==> config.mk <==
export PLATFORM = sky130hd
export DESIGN_NAME = regfile_wb_arbiter
export DESIGN_NICKNAME = d
export VERILOG_FILES = /design/src/rtl/regwb_pkg.sv /design/src/rtl/rr_arbiter.sv /design/src/rtl/regfile_wb_arbiter.sv
export SDC_FILE = /design/constraint.sdc
export NUM_CORES = 1
export LEC_CHECK = 0
export CAP_MARGIN = 20
export CELL_PAD_IN_SITES_DETAIL_PLACEMENT = 1
export CELL_PAD_IN_SITES_GLOBAL_PLACEMENT = 2
export CORE_MARGIN = 2
export CORE_UTILIZATION = 20
export DETAILED_ROUTE_END_ITERATION = 12
export GPL_TIMING_DRIVEN = 0
export PLACE_DENSITY_LB_ADDON = 0.1
export SKIP_LAST_GASP = 1
export SLEW_MARGIN = 30
export SYNTH_ARGS = -nofsm -noshare
export SYNTH_HDL_FRONTEND = slang
export SYNTH_SLANG_ARGS = --single-unit
export TNS_END_PERCENT = 30
==> constraint.sdc <==
create_clock -name clk -period 2.4 [get_ports clk]
set_input_delay 0.36 -clock clk [delete_from_list [all_inputs] [get_ports clk]]
set_output_delay 0.36 -clock clk [all_outputs]
set_load 0.01 [all_outputs]
==> src/rtl/regwb_pkg.sv <==
// Shared defaults and address decode helper for the register-file write-back arbiter.
package regwb_pkg;

  localparam int DEF_WIDTH   = 8;
  localparam int DEF_REGBITS = 3;
  localparam int DEF_NREQ    = 2;

  localparam int MAX_REGBITS = 8;
  localparam int MAX_REGS    = 2 ** MAX_REGBITS;

  // Callers truncate the result to their own register count.
  function automatic logic [MAX_REGS-1:0] addr_onehot(input logic [MAX_REGBITS-1:0] addr);
    logic [MAX_REGS-1:0] mask;
    mask = '0;
    mask[addr] = 1'b1;
    return mask;
  endfunction

endpackage

==> src/rtl/rr_arbiter.sv <==
// Combinational round-robin search: first valid requester at or above ptr, wrapping.
module rr_arbiter #(
  parameter int NREQ = 2,
  parameter int PTRW = 1
) (
  input  logic [NREQ-1:0] valid,
  input  logic [PTRW-1:0] ptr,
  output logic [NREQ-1:0] grant
);

  logic found;
  int   idx;

  always_comb begin
    grant = '0;
    found = 1'b0;
    idx   = 0;
    for (int k = 0; k < NREQ; k++) begin
      idx = int'(ptr) + k;
      if (idx >= NREQ) idx = idx - NREQ;
      if (!found && valid[idx]) begin
        grant[idx] = 1'b1;
        found      = 1'b1;
      end
    end
  end

endmodule

==> src/rtl/regfile_wb_arbiter.sv <==
// Round-robin write-back arbiter feeding one registered register-file write port.
// Optional simulation trace of each write: define REGWB_TRACE_EN.
module regfile_wb_arbiter
  import regwb_pkg::*;
#(
  parameter int WIDTH   = DEF_WIDTH,
  parameter int REGBITS = DEF_REGBITS,
  parameter int NREQ    = DEF_NREQ
) (
  input  logic                    clk,
  input  logic                    reset,
  input  logic [NREQ-1:0]         req_valid,
  input  logic [NREQ*REGBITS-1:0] req_addr,
  input  logic [NREQ*WIDTH-1:0]   req_data,
  output logic [NREQ-1:0]         req_ready,
  input  logic                    wb_hold,
  output logic                    regwrite,
  output logic [REGBITS-1:0]      wa,
  output logic [WIDTH-1:0]        wd,
  output logic [2**REGBITS-1:0]   pend_mask
);

  localparam int NREGS = 2 ** REGBITS;
  localparam int PTRW  = (NREQ > 1) ? $clog2(NREQ) : 1;

  logic [REGBITS-1:0] addr_arr [NREQ];
  logic [WIDTH-1:0]   data_arr [NREQ];

  genvar gi;
  generate
    for (gi = 0; gi < NREQ; gi++) begin : g_slice
      assign addr_arr[gi] = req_addr[gi*REGBITS +: REGBITS];
      assign data_arr[gi] = req_data[gi*WIDTH +: WIDTH];
    end
  endgenerate

  logic [PTRW-1:0]    rr_ptr_reg;
  logic [PTRW-1:0]    rr_ptr_next;
  logic [NREQ-1:0]    grant;
  logic [PTRW-1:0]    gidx;
  logic               transfer;
  logic               regwrite_reg;
  logic [REGBITS-1:0] wa_reg;
  logic [WIDTH-1:0]   wd_reg;

  rr_arbiter #(
    .NREQ (NREQ),
    .PTRW (PTRW)
  ) u_arb (
    .valid (req_valid),
    .ptr   (rr_ptr_reg),
    .grant (grant)
  );

  assign req_ready = (reset || wb_hold) ? '0 : grant;
  assign transfer  = |req_ready;

  always_comb begin
    gidx = '0;
    for (int i = 0; i < NREQ; i++) begin
      if (grant[i]) gidx = PTRW'(i);
    end
  end

  assign rr_ptr_next = (gidx == PTRW'(NREQ - 1)) ? '0 : gidx + 1'b1;

  // Address 0 still consumes the grant but never raises the strobe.
  always_ff @(posedge clk) begin
    if (reset) begin
      rr_ptr_reg   <= '0;
      regwrite_reg <= 1'b0;
      wa_reg       <= '0;
      wd_reg       <= '0;
    end else if (transfer) begin
      rr_ptr_reg   <= rr_ptr_next;
      regwrite_reg <= (addr_arr[gidx] != '0);
      wa_reg       <= addr_arr[gidx];
      wd_reg       <= data_arr[gidx];
    end else begin
      regwrite_reg <= 1'b0;
    end
  end

  assign regwrite  = regwrite_reg;
  assign wa        = wa_reg;
  assign wd        = wd_reg;
  assign pend_mask = regwrite_reg ? NREGS'(addr_onehot(MAX_REGBITS'(wa_reg))) : '0;

`ifdef REGWB_TRACE_EN
  logic [PTRW-1:0] src_reg;

  always_ff @(posedge clk) begin
    if (reset) src_reg <= '0;
    else if (transfer) src_reg <= gidx;
  end

  always_ff @(posedge clk) begin
    if (!reset && regwrite_reg)
      $display("regwb: req=%0d wa=%0d wd=0x%0h", src_reg, wa_reg, wd_reg);
  end
`endif

endmodule

### Routing congestion

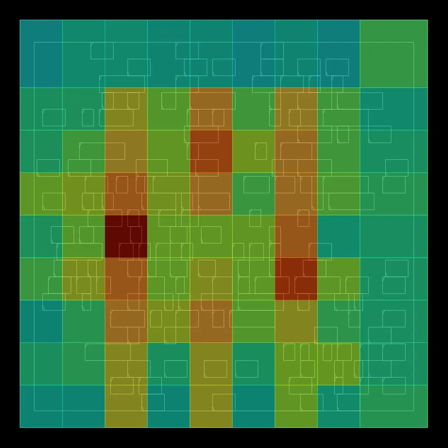
GRT Total Usage: 14.38%
met2 usage: 24.75%
WL/cell: 14.86 um
met1 usage: 17.18%
fin util: 37.82%

### Close-up of the layout

Region (37, 4) to (62, 29) um. Cells in gray, sequential cells in the stronger gray; small squares are vias.
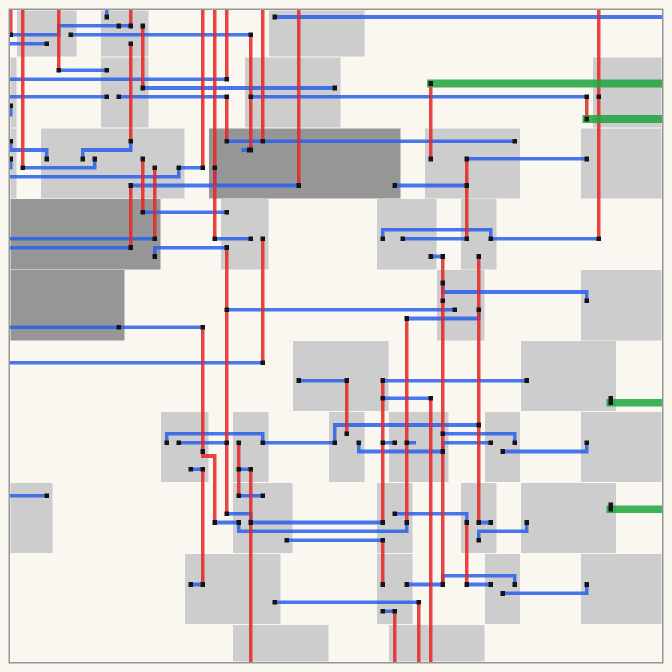
color	layer
green	M3
red	M2
blue	M1
sequential cells in the window	3
netlist names of flops here include	wa (2), regwrite (1)
most frequent	clkdlybuf4s50_1 (14), nor2_1 (6)
cells with their middle in the window	35

### Register map, names as in the netlist

Other sequential cells in the stronger gray, the rest of the logic in the fainter gray.
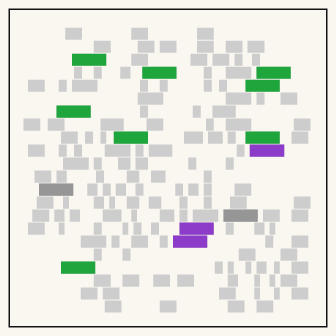
color	name in the netlist	placed flops
purple	wa	3
green	wd	8
not colored	2
Seq power: 241 uW
register area: 260.3 um^2

### Power grid

The bar under the picture is 20 um long. Pins as bars on the die edge. Tap cells in gray.
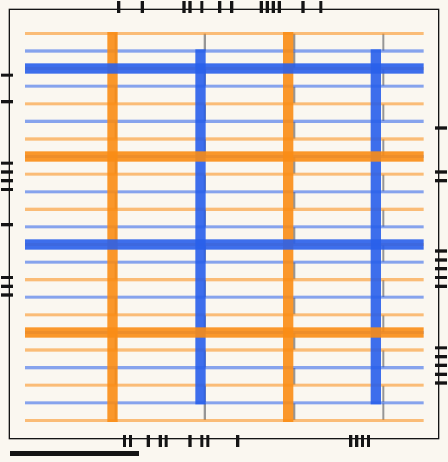
color	net
orange	VSS
blue	VDD
met4 straps	4
signal pins	49
met1 rails	23
tap cells	48
Core Footprint: 3689 um^2
Die H: 66.18 um

### Routed metal, one color a layer

Two of the layers only.
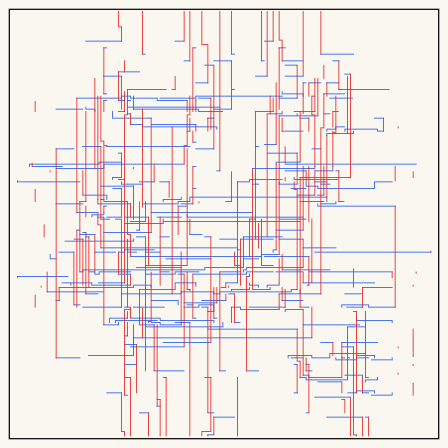
color	layer	wire length
blue	M1	1290 um
red	M2	1460 um
DR vias: 951
drt total wl: 2942 um

==> flow_summary.ini <==
; generated from flow reports
[run_status]
status = completed

[pwr]
clock_power_uw = 197
p_clk_share_pct = 31.7
p_leak_nw = 0.4665
power.switching_uw = 173.9
powerComb_uw = 184
vdd_drop_max_mv = 0.2527
combPwrFrac_pct = 29.6

[final_layout]
comb-cell-share_pct = 33.99
logic_gate_count = 73
fin_cells = 198
layout-drive-gt1-share_pct = 15.33
finalInstanceArea_um2 = 1395
largest_register_ffs = 8
nFillCells = 459
nonClkBufAreaFrac_pct = 39.55
sh_seq_area_pct = 18.65
clock_area_share_pct = 3.229

[global_route]
overflow = 0
antenna_found_initial = 0
grt_max_degree = 11
grtUsageMet3_pct = 4.259

[worst_setup_path]
r2r_start = rr_ptr_reg
slowest_stage = clkdlybuf4s50_1
crit_cells = 5
reg2reg_to = wa[0]

[route]
ant_nets = 0
wl_met3_um = 165
wl_met2_um = 1457
drt_iter0_markers = 40
met1_length_um = 1285

[floorplan]
dieWidth_um = 66.18
fp-row-count = 22
chip_area_um2 = 4380

[synthesis]
syn_inst = 95
topCombFamilyByArea = AND-OR/OR-AND gates
synth_top_cell_by_area = dfxtp_1
yosys_warnings = 0
postSynthSeqShare_pct = 33.66

[clocking]
hold_buffers = 0
clk_latency_ps = 240
path_clk_slew_ps = 50
cts_buffers = 3

[sta]
relSlewSlack_pct = 52.93
setup_viol = 0
fin_setup_tns_ps = 0

[hold_path]
hold_start = wd[7]

[flow_run]
max_cap_viol_count = 0
Power is estimated from default activity; no workload was simulated.
